## src/rtl/watch_set_ctrl.sv

```systemverilog
// watch_set_ctrl: time-setting controller for the hh:mm digit counter chain.
//   Two debounced buttons step through H10/H1/M10/M1 editing; a final mode press
//   issues a LOAD_CYCLES-long load_o strobe that presets the counters with ival_*_o.
// Ports:
//   clk_i, rstn_i           : clock, async active-low reset
//   btn_mode_i, btn_inc_i   : raw asynchronous push buttons (active high)
//   ival_h10/h1/m10/m1_o    : edited digit values (held between loads)
//   load_o                  : load strobe to the counters' synchronous reset
//   setting_o, sel_o        : in-edit flag and one-hot selected digit
//   blink_o                 : blink enable for the selected digit
module watch_set_ctrl #(
  parameter int DEB_CYCLES  = 4,
  parameter int LOAD_CYCLES = 2,
  parameter int BLINK_DIV   = 16
) (
  input  logic       clk_i,
  input  logic       rstn_i,
  input  logic       btn_mode_i,
  input  logic       btn_inc_i,
  output logic [3:0] ival_h10_o,
  output logic [3:0] ival_h1_o,
  output logic [3:0] ival_m10_o,
  output logic [3:0] ival_m1_o,
  output logic       load_o,
  output logic       setting_o,
  output logic [3:0] sel_o,
  output logic       blink_o
);

  localparam int DEB_W   = $clog2(DEB_CYCLES + 1);
  localparam int LOAD_W  = $clog2(LOAD_CYCLES + 1);
  localparam int BLINK_W = $clog2(BLINK_DIV + 1);

  typedef enum logic [2:0] {
    ST_RUN, ST_SET_H10, ST_SET_H1, ST_SET_M10, ST_SET_M1, ST_LOAD
  } state_t;

  // ------------------------------------------------------------------
  // Button conditioning: index 0 = mode, index 1 = increment.
  // ------------------------------------------------------------------
  logic [1:0] btn_raw;
  logic [1:0] press_evt;
  assign btn_raw = {btn_inc_i, btn_mode_i};

  for (genvar g = 0; g < 2; g++) begin : g_btn
    logic             sync1_q, sync2_q;
    logic             lvl_q, lvl_prev_q;
    logic [DEB_W-1:0] cnt_q;

    always_ff @(posedge clk_i or negedge rstn_i) begin
      if (!rstn_i) begin
        sync1_q    <= 1'b0;
        sync2_q    <= 1'b0;
        lvl_q      <= 1'b0;
        lvl_prev_q <= 1'b0;
        cnt_q      <= '0;
      end else begin
        sync1_q    <= btn_raw[g];
        sync2_q    <= sync1_q;
        lvl_prev_q <= lvl_q;
        // The counter tracks the run of samples disagreeing with the accepted
        // level; the DEB_CYCLES-th disagreeing sample flips the level.
        if (sync2_q != lvl_q) begin
          if (cnt_q == DEB_W'(DEB_CYCLES - 1)) begin
            lvl_q <= sync2_q;
            cnt_q <= '0;
          end else begin
            cnt_q <= cnt_q + 1'b1;
          end
        end else begin
          cnt_q <= '0;
        end
      end
    end

    // Only the rising edge of the accepted level is an event.
    assign press_evt[g] = lvl_q & ~lvl_prev_q;
  end

  logic mode_evt, inc_evt;
  assign mode_evt = press_evt[0];
  assign inc_evt  = press_evt[1];

  // ------------------------------------------------------------------
  // State machine and digit registers
  // ------------------------------------------------------------------
  state_t              state_q, state_d;
  logic [LOAD_W-1:0]   load_cnt_q, load_cnt_d;
  logic [3:0]          h10_q, h1_q, m10_q, m1_q;
  logic [3:0]          h10_d, h1_d, m10_d, m1_d;

  function automatic logic is_set(state_t s);
    return (s == ST_SET_H10) || (s == ST_SET_H1) ||
           (s == ST_SET_M10) || (s == ST_SET_M1);
  endfunction

  function automatic logic [3:0] sel_of(state_t s);
    case (s)
      ST_SET_H10: return 4'b1000;
      ST_SET_H1:  return 4'b0100;
      ST_SET_M10: return 4'b0010;
      ST_SET_M1:  return 4'b0001;
      default:    return 4'b0000;
    endcase
  endfunction

  always_comb begin
    state_d    = state_q;
    load_cnt_d = load_cnt_q;
    case (state_q)
      ST_RUN:     if (mode_evt) state_d = ST_SET_H10;
      ST_SET_H10: if (mode_evt) state_d = ST_SET_H1;
      ST_SET_H1:  if (mode_evt) state_d = ST_SET_M10;
      ST_SET_M10: if (mode_evt) state_d = ST_SET_M1;
      ST_SET_M1: begin
        if (mode_evt) begin
          state_d    = ST_LOAD;
          load_cnt_d = '0;
        end
      end
      ST_LOAD: begin
        if (load_cnt_q == LOAD_W'(LOAD_CYCLES - 1)) begin
          state_d = ST_RUN;
        end else begin
          load_cnt_d = load_cnt_q + 1'b1;
        end
      end
      default: state_d = ST_RUN;
    endcase
  end

  always_comb begin
    h10_d = h10_q;
    h1_d  = h1_q;
    m10_d = m10_q;
    m1_d  = m1_q;
    // A simultaneous mode press takes priority and swallows the increment.
    if (inc_evt && !mode_evt) begin
      case (state_q)
        ST_SET_H10: begin
          h10_d = (h10_q == 4'd2) ? 4'd0 : h10_q + 4'd1;
          // Keep the hour legal (max 23) when tens becomes 2.
          if (h10_d == 4'd2 && h1_q > 4'd3) h1_d = 4'd3;
        end
        ST_SET_H1: begin
          if (h10_q == 4'd2) h1_d = (h1_q >= 4'd3) ? 4'd0 : h1_q + 4'd1;
          else               h1_d = (h1_q >= 4'd9) ? 4'd0 : h1_q + 4'd1;
        end
        ST_SET_M10: m10_d = (m10_q >= 4'd5) ? 4'd0 : m10_q + 4'd1;
        ST_SET_M1:  m1_d  = (m1_q  >= 4'd9) ? 4'd0 : m1_q  + 4'd1;
        default: ;
      endcase
    end
  end

  // ------------------------------------------------------------------
  // Blink generator: restarts high on every entry into an edit state.
  // ------------------------------------------------------------------
  logic [BLINK_W-1:0] blink_cnt_q, blink_cnt_d;
  logic               blink_q, blink_d;

  always_comb begin
    blink_cnt_d = blink_cnt_q;
    blink_d     = blink_q;
    if (!is_set(state_d)) begin
      blink_cnt_d = '0;
      blink_d     = 1'b0;
    end else if (state_d != state_q) begin
      blink_cnt_d = '0;
      blink_d     = 1'b1;
    end else if (blink_cnt_q == BLINK_W'(BLINK_DIV - 1)) begin
      blink_cnt_d = '0;
      blink_d     = ~blink_q;
    end else begin
      blink_cnt_d = blink_cnt_q + 1'b1;
    end
  end

  logic       load_q, setting_q;
  logic [3:0] sel_q;

  always_ff @(posedge clk_i or negedge rstn_i) begin
    if (!rstn_i) begin
      state_q     <= ST_RUN;
      load_cnt_q  <= '0;
      h10_q       <= 4'd0;
      h1_q        <= 4'd0;
      m10_q       <= 4'd0;
      m1_q        <= 4'd0;
      blink_cnt_q <= '0;
      blink_q     <= 1'b0;
      load_q      <= 1'b0;
      setting_q   <= 1'b0;
      sel_q       <= 4'd0;
    end else begin
      state_q     <= state_d;
      load_cnt_q  <= load_cnt_d;
      h10_q       <= h10_d;
      h1_q        <= h1_d;
      m10_q       <= m10_d;
      m1_q        <= m1_d;
      blink_cnt_q <= blink_cnt_d;
      blink_q     <= blink_d;
      // Decodes are registered from the next state so they line up with state_q.
      load_q      <= (state_d == ST_LOAD);
      setting_q   <= is_set(state_d);
      sel_q       <= sel_of(state_d);
    end
  end

  assign ival_h10_o = h10_q;
  assign ival_h1_o  = h1_q;
  assign ival_m10_o = m10_q;
  assign ival_m1_o  = m1_q;
  assign load_o     = load_q;
  assign setting_o  = setting_q;
  assign sel_o      = sel_q;
  assign blink_o    = blink_q;

endmodule

```

## config.mk

```make
export PLATFORM = sky130hd
export DESIGN_NAME = watch_set_ctrl
export DESIGN_NICKNAME = d
export VERILOG_FILES = /design/src/rtl/watch_set_ctrl.sv
export SDC_FILE = /design/constraint.sdc
export NUM_CORES = 1
export LEC_CHECK = 0
export ABC_AREA = 0
export ABC_CLOCK_PERIOD_IN_PS = 1900
export CAP_MARGIN = 20
export CORE_MARGIN = 3
export CORE_UTILIZATION = 50
export DETAILED_ROUTE_END_ITERATION = 6
export PLACE_DENSITY = 0.75
export SYNTH_ARGS = -nofsm -noshare
export SYNTH_HDL_FRONTEND = slang
export SYNTH_SLANG_ARGS = --single-unit
```

## constraint.sdc

```tcl
create_clock -name clk_i -period 1.9 [get_ports clk_i]
set_clock_uncertainty 0.1 [all_clocks]
set_input_delay 0.19 -clock clk_i [delete_from_list [all_inputs] [get_ports clk_i]]
set_output_delay 0.19 -clock clk_i [all_outputs]
set_load 0.005 [all_outputs]
```

==> metrics.csv, run 1 <==
stage,metric,value,unit
cts,CTS Buf Count,5,
setup_path,CP Launch Type,flop,
synthesis,top cells by count,"47 x dfrtp_1, 16 x ha_1, 14 x inv_1, 13 x nand2_1, 13 x nor2_1",
synthesis,ys async rst share,100,%
cts,clock tree buffer depth,2,
synthesis,xor+xnor area frac,3.85,%
timing,final hold vios,0,
layout,fillers,331,
power_and_ir_drop,PwrDens,1350,nW/um^2
placed_design,routability congestion estimate,0.806,
global_route,GRT overflow,0,
synthesis,Top cell area share,51.7,%
cts,H-tree levels,2,
global_route,first-pass GRT wire length,7.02,mm
global_route,largest net degree at the start of global routing,23,
global_route,GRT busiest layer,met2,
worst_hold_path,Hold Path Class,input port to asynchronous set/reset pin,
timing,period utilisation layout,93.9,%
synthesis,Yosys top cell by area,dfrtp_1,
route,Routed Antenna Nets,0,
synthesis,"Seq/Total Area, Yosys",51.7,%
synthesis,Synth Area in Adders,8.80,%
global_route,global-route track usage on met3,4.51,%
power_and_ir_drop,sw power,1.37,mW
synthesis,Netlist Area Pre-Place,2280,sq um
power_and_ir_drop,Comb power frac,43.4,%
timing,Final Max Slew Viols,0,
power_and_ir_drop,leakage power of the design,1.31,nW
cts,CTS Sinks,47,
synthesis,Synth Net Count,230,
synthesis,Flops after synth,47,
synthesis,Post-synth mux share,1.87,%
power_and_ir_drop,Int Pwr,2.47,mW
synthesis,Synth top cell by count,dfrtp_1,
synthesis,Post-Synth AOI/OAI Area,11.5,%
setup_path,CP max FO,6,
synthesis,post-synthesis cell type count,50,
synthesis,cell count in the Yosys report,210,
setup_path,CP required,1.99,ns
layout,layout overhead on the synthesized area,25.1,%
placed_design,post-detail-place hpwl,2.93,mm
floorplanning,IO Pins,27,
layout,final-stage net count,277,
layout,ratio of cells with drive above 1 in the final layout,15.5,%
power_and_ir_drop,Clk network pwr share,16.9,%
placed_design,DP Worst Slack,-0.0397,ns
floorplanning,Die Y,73.5,um
status,status,completed,
setup_path,CP arrival,1.87,ns
floorplanning,die width,73.5,um
timing,worst setup margin,0.116,ns
synthesis,count of library flops with an enable pin,0,
cts,CTS tree,done,
timing,final setup vio count,0,
synthesis,Avg Inst Size Synth,10.8,sq um
layout,Finished Cell Area,2850,sq um
floorplanning,row cnt,23,
synthesis,"Primary FF master, synth",dfrtp_1,
synthesis,Synth Instances,210,
power_and_ir_drop,Sequential Power Share,39.7,%
route,initial drt markers,93,
setup_path,endpoint class of the critical path,flop,
global_route,initial antenna violation count,0,
synthesis,chip area line of the yosys report,2280,sq um
setup_path,register-to-register setup slack,0.12,ns
global_route,GR Util met2,26.8,%
flow_run,stage-log warning count,34,
route,Avg WL per Cell,13.2,um
power_and_ir_drop,Sw Share,35.6,%
synthesis,synth warn,0,
global_route,total track usage,16.8,%
timing,f_max,0.561,GHz
cts,"Clk Latency, worst-skew pair",0.29,ns
placed_design,Area after DPL,2700,sq um
timing,Tmin final,1.78,ns
synthesis,comb area leader,simple AND/OR/NAND/NOR gates,
route,first-pass iteration count of the detailed router,4,
power_and_ir_drop,Power Total,3.84,mW
synthesis,Top area cell types,"dfrtp_1 52%, ha_1 8.8%, xnor2_1 2.7%",
cts,Worst-path clk slew,0.08,ns
setup_path,Setup CP Type,flop to flop,
flow_run,# Max-Cap Violations,0,
synthesis,Basic Gates by Area,19.0,%
cts,clk root buf,clkbuf_8,
timing,slew margin rel.,63.8,%
global_route,vias in the first global route,1613,
cts,post-CTS setup buffer count,0,
route,DRC errors left,0,
timing,setup TNS,0,ns
placed_design,I/O Buffers,26,
floorplanning,die area,5400,sq um
route,DR vias/cell,5.42,
power_and_ir_drop,VDD IR-drop max,0.000699,V
timing,Worst Tran Pin Value,0.538,ns
layout,# diodes,0,
[run 1: cell type report]
class	count	area, sq um	share of cell area [%]
sequential	47	1180	41.3
multi-input combinational	144	1060	37.1
timing repair buffer	44	393	13.8
clock buffer	7	96.3	3.38
tap	50	62.6	2.20
inverter	15	56.3	1.98
clock inverter	1	7.51	0.264
[run 1: placed cells by master (no fill, tap or decap), types with 4 or more instances in the layout]
| master | count |
|---|---|
| xnor2_1 | 7 |
| nor3b_1 | 5 |
| o21ai_1 | 5 |
| dfrtp_1 | 47 |
| nor2b_1 | 5 |
| clkbuf_8 | 7 |
| o21ai_0 | 10 |
| nor2_1 | 13 |
| nor3_1 | 4 |
| buf_4 | 17 |
| inv_1 | 14 |
| ha_1 | 16 |
| nand2b_1 | 8 |
| nand2_1 | 13 |
| nand3_1 | 7 |
| clkdlybuf4s50_1 | 25 |
[run 1: power by group through the flow]
stage	clock network, mW	registers [mW]	logic [mW]
global route	0.718	1.56	1.89
floorplan	0	1.52	0.977
global placement	0	1.52	1.58
detailed placement	0	1.52	1.62
CTS	0.670	1.52	1.64
finish	0.647	1.52	1.67
[run 1: sequential cells by signal, indices dropped and copies added, names as in the netlist, 3 cells and up]
register	cells
g_btn.cnt_q	6
blink_cnt_q	5
ival_h10_o	4
ival_h1_o	4
ival_m10_o	4
ival_m1_o	4
sel_o	4
state_q	3
[run 1: per-layer routing]
layer	routed length (um)	up-vias
met5	0	-
met1	1960	813
met3	132	4
li1	-	828
met4	29	0
met2	1940	23
[run 1: logic make-up after synthesis]
kind of cell / count (synthesis)
adder cells (fa/ha/maj): 16
AND/OR/NAND/NOR: 74
flip-flops: 47
AND-OR/OR-AND: 40
multiplexers: 4
XOR/XNOR: 10
buffers and inverters: 19
[run 1: final timing paths]
| path | startpoint | endpoint | depth (start not counted) |
|---|---|---|---|
| max reg2reg | ival_h10_o[1] | ival_h1_o[2] | 5 |
| min | rstn_i | ival_m1_o[2] | 2 |
| min reg2reg | g_btn[1].sync1_q | g_btn[1].sync2_q | 0 |
| max in group asynchronous | rstn_i | state_q[2] | 3 |
| max | ival_h10_o[1] | ival_h1_o[2] | 5 |
| min in group clk_i | btn_mode_i | g_btn[0].sync1_q | 1 |
[run 1: stage by stage]
step	util (%)	cells	hold slack (ns)
5_1_grt	67.8	308	0.217
4_1_cts	67.2	308	0.197
2_1_floorplan	-	210	-0.206
3_5_place_dp	64.3	299	-0.0138
3_3_place_gp	64.3	299	-0.0157
6_report	67.8	308	0.199
[run 1: worst max-delay path, stage by stage, from the launching register on]
cell	delay, ns
dfrtp_1	0.45
ha_1	0.23
nor2b_1	0.14
a211oi_1	0.33
a31oi_1	0.18
a21bo_2	0.25
[run 1: what timing repair did]
action	4_1_cts	5_1_grt
setup endpoints to repair	1	13
pin swaps	1	0
resized	3	6
hold endpoints to repair	17	0
hold buffers	1	0
cloned	0	0
Figure 1. Cell area per tile (run 1).
Drawn at 4 px/um. The die is cut into 7 by 7 equal tiles; dark blue is low, red is high, 0 to 100% covered.
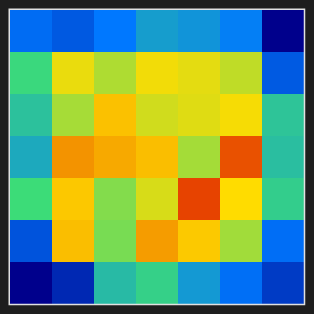
tiles over 75% full: 20%
mean over tiles: 52%
nearly empty tiles: 4.1%
densest ninth of the die: middle
utilization after layout: 67.8%
core area: 4200 sq um
Pre-Place Util: 54.2%

Figure 2. Metal 1 (run 1).
Drawn at 8 px/um. Supply wires on this layer in gray.
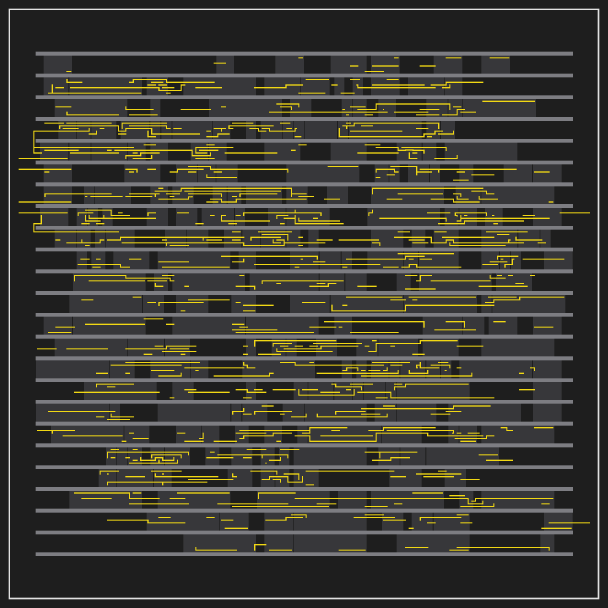
wire length on this layer: 1,960 um
share of all routed wire: 48%
longest straight run: 21.6 um
vias: 1,668
Post-Route WL: 4.06 mm
met1 Use GR: 22.3%

Figure 3. Cell placement (run 1).
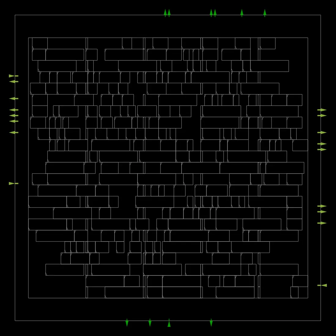
Layout Cells excl Fill: 308
Seq cells: 47

Figure 4. Cells by drive strength (run 1).
Drawn at 4 px/um.
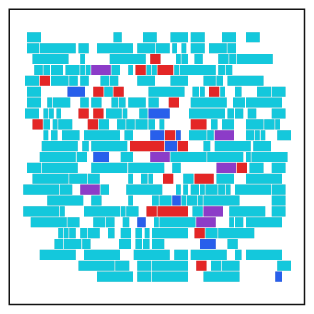

--- run 2 (diff from run 1) ---
- ABC_CLOCK_PERIOD_IN_PS: 1900 -> 1700
- CORE_UTILIZATION: 50 -> 55
- PLACE_DENSITY: 0.75 -> unset
- PLACE_DENSITY_LB_ADDON: unset -> 0.25
- clock period: 1.9 -> 1.7 ns (I/O delays scaled with it)
Figure 5. Cells by drive strength (run 2).
Drawn at 6 px/um.
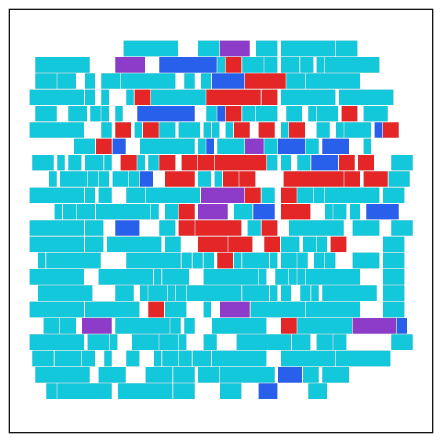
legend:
  x6 and larger:
    color: purple
    cells: 8
    share: 2.9%
    most_used: clkbuf_8
  x3 and x4:
    color: red
    cells: 41
    share: 15%
    most_used: buf_4
  x1 and smaller:
    color: cyan
    cells: 207
    share: 76%
    most_used: dfrtp_1
  x2:
    color: blue
    cells: 17
    share: 6.2%
    most_used: inv_2
layout overhead on the synthesized area: 33.5%
worst setup margin: -0.0804 ns
Finished Cell Area: 3040 sq um
non-clock buffer count: 59

Figure 6. Metal 1 (run 2).
Drawn at 8 px/um. Supply wires on this layer in gray.
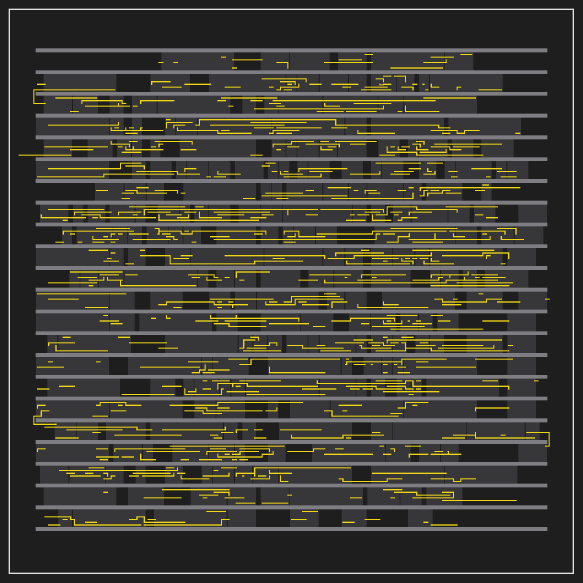
nets with wire on the layer: 262
longest straight run: 21.6 um
main direction: horizontal
share of all routed wire: 44%
Post-Route WL: 4.62 mm
met1 Use GR: 24.5%
vias: 1,722

Figure 7. Cell area per tile (run 2).
Drawn at 6 px/um. The die is cut into 7 by 7 equal tiles; dark blue is low, red is high, 0 to 100% covered.
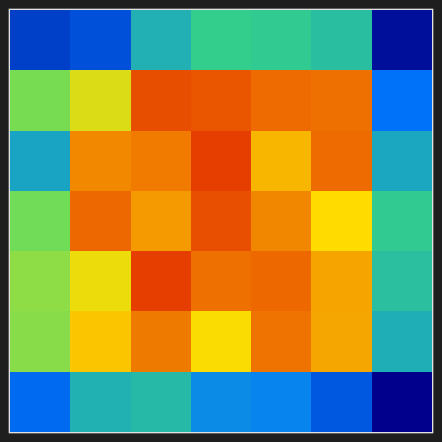
nearly empty tiles: 2.0%
fullest tile: 93%
densest ninth of the die: middle
tiles over 75% full: 45%
mean over tiles: 60%
Pre-Place Util: 59.5%
utilization after layout: 79.4%
core area: 3830 sq um

==> run 2 against run 1 <==
The flow now finishes with violations (negative setup slack). Via count increased by 3.2%. Routed wire length rose by 14%. Die size fell by 8.4%. Combinational power rose by 38%. First-iteration DRC count grew 9.7%. Global-route usage increased by 3.1 points. Critical path depth rose by 1. Synthesized cell count did not move. Area after synthesis unchanged. Sequential share of layout area down 2.5 points. Worst hold slack improved by 0.0029 ns.
==> metrics.csv, run 2 <==
stage,metric,value,unit,change
timing,f_max,0.562,GHz,+0.18%
worst_hold_path,Worst Hold End,g_btn[1].sync1_q,,
setup_path,register-to-register setup slack,-0.08,ns,-0.20 ns
status,failing checks,negative setup slack,,
timing,Worst Tran Pin Value,0.449,ns,-0.0886 ns
synthesis,Yosys top cell by area,dfrtp_1,,
synthesis,cell count in the Yosys report,210,,unchanged
setup_path,endpoint class of the critical path,flop,,
floorplanning,Die Y,70.3,um,-4.3%
setup_path,CP Launch Type,flop,,
route,Avg WL per Cell,14.4,um,+9.2%
setup_path,path depth of the worst reg2reg path,6,,+1
timing,slew margin rel.,70.1,%,+6.2 points
placed_design,I/O Buffers,26,,unchanged
layout,max FFs per register,6,,unchanged
power_and_ir_drop,PwrDens,1540,nW/um^2,+14%
layout,fillers,243,,-27%
worst_hold_path,hold_sp,btn_inc_i,,
floorplanning,die area,4950,sq um,-8.4%
synthesis,chip area line of the yosys report,2280,sq um,unchanged
synthesis,Synth top cell by count,dfrtp_1,,
setup_path,Setup CP Type,flop to flop,,
layout,most frequent logic cell in the layout,dfrtp_1,,
synthesis,Top area cell types,"dfrtp_1 52%, ha_1 8.8%, xnor2_1 2.7%",,
route,Routed Antenna Nets,0,,unchanged
synthesis,Netlist Area Pre-Place,2280,sq um,unchanged
flow_run,stage-log warning count,37,,+8.8%
timing,period utilisation layout,105,%,+11 points
synthesis,"Seq/Total Area, Yosys",51.7,%,unchanged
layout,ratio of cells with drive above 1 in the final layout,24.2,%,+8.7 points
synthesis,top cells by count,"47 x dfrtp_1, 16 x ha_1, 14 x inv_1, 13 x nand2_1, 13 x nor2_1",,
layout,largest registers,"g_btn.cnt_q x6, blink_cnt_q x5",,
layout,most instantiated logic cells after routing,"45 x dfrtp_1, 30 x buf_4, 25 x clkdlybuf4s50_1",,
power_and_ir_drop,Power Total,4.68,mW,+22%
status,status,"finished, violations left",,
setup_path,CP arrival,1.93,ns,+0.06 ns
timing,worst setup margin,-0.0804,ns,-0.197 ns
timing,Final Max Slew Viols,0,,unchanged
synthesis,Synth Instances,210,,unchanged
layout,# diodes,0,,unchanged
route,first-pass iteration count of the detailed router,4,,unchanged
setup_path,FF-to-FF End,ival_h1_o[2],,
global_route,GRT overflow,0,,unchanged
layout,Biggest register,g_btn.cnt_q,,
synthesis,count of library flops with an enable pin,0,,unchanged
placed_design,Area after DPL,2820,sq um,+4.2%
synthesis,ys async rst share,100,%,unchanged
layout,final-stage net count,292,,+5.4%
flow_run,# Max-Cap Violations,0,,unchanged
setup_path,crit-path cells,"inv_1, ha_1, or3b_4, a2111oi_4, o21ai_1, a21bo_2",,
timing,setup TNS,-0.0804,ns,-0.0804 ns
setup_path,"Slowest-stage cell, CP",dfrtp_1,,
cts,H-tree levels,2,,unchanged
floorplanning,die width,70.3,um,-4.3%
setup_path,Worst Path Buf+Inv,1,,+1
synthesis,synth warn,0,,unchanged
setup_path,CP required,1.84,ns,-0.15 ns
global_route,first-pass GRT wire length,7.84,mm,+12%
cts,clk root buf,clkbuf_8,,
worst_hold_path,Hold Path Class,input port to flop,,
cts,CTS tree,done,,
route,DR vias/cell,5.36,,-0.94%
synthesis,Avg Inst Size Synth,10.8,sq um,unchanged
global_route,largest net degree at the start of global routing,30,,+30%
cts,CTS Sinks,47,,unchanged
global_route,total track usage,20.0,%,+3.1 points
cts,clock tree buffer depth,2,,unchanged
setup_path,CP max FO,4,,-2
synthesis,Top cell area share,51.7,%,unchanged
cts,Worst-path clk slew,0.09,ns,about the same
synthesis,Flops after synth,47,,unchanged
timing,final setup vio count,1,,+1
cts,"Clk Latency, worst-skew pair",0.30,ns,about the same
global_route,initial antenna violation count,0,,unchanged
setup_path,crit-path max cell delay,0.43,ns,-0.02 ns
synthesis,post-synthesis cell type count,50,,unchanged
timing,RSZ-0062 raised after global routing,yes,,
timing,Tmin final,1.78,ns,-0.00318 ns
cts,CTS Buf Count,5,,unchanged
placed_design,post-detail-place hpwl,3.23,mm,+10%
setup_path,Worst R2R Start,ival_h1_o[0],,
timing,final hold vios,0,,unchanged
floorplanning,IO Pins,27,,unchanged
power_and_ir_drop,VDD IR-drop max,0.00103,V,+48%
placed_design,routability congestion estimate,0.796,,-1.2%
synthesis,Synth Net Count,230,,unchanged
route,DRC errors left,0,,unchanged
floorplanning,row cnt,22,,-4.3%
power_and_ir_drop,leakage power of the design,1.38,nW,+5.3%
worst_hold_path,WHS Path Cells,1,,
global_route,vias in the first global route,1742,,+8.0%
route,initial drt markers,102,,+9.7%
setup_path,Top delay family on crit path,AND-OR/OR-AND gates,,
synthesis,"Primary FF master, synth",dfrtp_1,,
-- run 2: cell counts after synthesis --
Identical to the previous run, type by type.
-- run 2: worst max-delay path by stage --
stage / start / to / cells past startpoint
after global placement: g_btn[0].lvl_q / ival_m10_o[3] / 4
after global routing: ival_h1_o[0] / ival_h1_o[2] / 6
after CTS: ival_h1_o[0] / ival_h1_o[2] / 6
after floorplan: g_btn[0].lvl_q / ival_h1_o[2] / 5
after detailed placement: g_btn[0].lvl_q / ival_m10_o[2] / 4
final: ival_h1_o[0] / ival_h1_o[2] / 6
-- run 2: through the flow --
| stage | instances | hold slack, ns | setup WS [ns] |
|---|---|---|---|
| 2_1_floorplan | 210 | -0.226 | -0.0345 |
| 3_5_place_dp | 307 | 0.0429 | -0.0732 |
| 6_report | 321 | 0.202 | -0.0804 |
| 3_3_place_gp | 307 | 0.0363 | -0.0343 |
| 5_1_grt | 321 | 0.191 | -0.126 |
| 4_1_cts | 317 | 0.193 | -0.0525 |
-- run 2: cell type report --
type	count	area (sq um)	area share [%]
Timing Repair Buffer	59	531	17.5
Inverter	15	56.3	1.85
Multi-Input combinational cell	144	1120	37.0
Clock inverter	2	16.3	0.535
Sequential cell	47	1180	38.8
Clock buffer	6	72.6	2.39
Tap cell	48	60.1	1.98
-- run 2: metal layers --
metal	track usage [%]	vias up	wire, um
met4	6.38	0	70
met1	24.5	831	2020
li1	-	854	-
met2	34.0	29	2360
met5	0	-	0
met3	5.32	8	178
-- run 2: report_power, final --
| group | total (mW) | internal [mW] | switching, mW |
|---|---|---|---|
| clock network | 0.673 | 0.295 | 0.377 |
| logic | 2.30 | 1.24 | 1.06 |
| registers | 1.71 | 1.44 | 0.269 |
| total | 4.68 | 2.98 | 1.70 |
-- run 2: kinds of logic (layout without fill, tap and decap cells) --
| family | count (synthesis) | count (layout) | share of synthesized area, % |
|---|---|---|---|
| AND/OR/NAND/NOR | 74 | 74 | 19.0 |
| flip-flops | 47 | 47 | 51.7 |
| AND-OR/OR-AND | 40 | 40 | 11.5 |
| buffers and inverters | 19 | 82 | 3.35 |
| adder cells (fa/ha/maj) | 16 | 16 | 8.80 |
| XOR/XNOR | 10 | 10 | 3.85 |
| multiplexers | 4 | 4 | 1.87 |
-- run 2: what timing repair did --
| action | in CTS | in global routing |
|---|---|---|
| pin swaps | 3 | 5 |
| endpoints found under the setup margin | 7 | 11 |
| buffers inserted | 1 | 4 |
| endpoints found under the hold margin | 18 | 0 |
| resized | 7 | 12 |
| hold buffers | 1 | 0 |
Power and IR drop assume default switching activity.
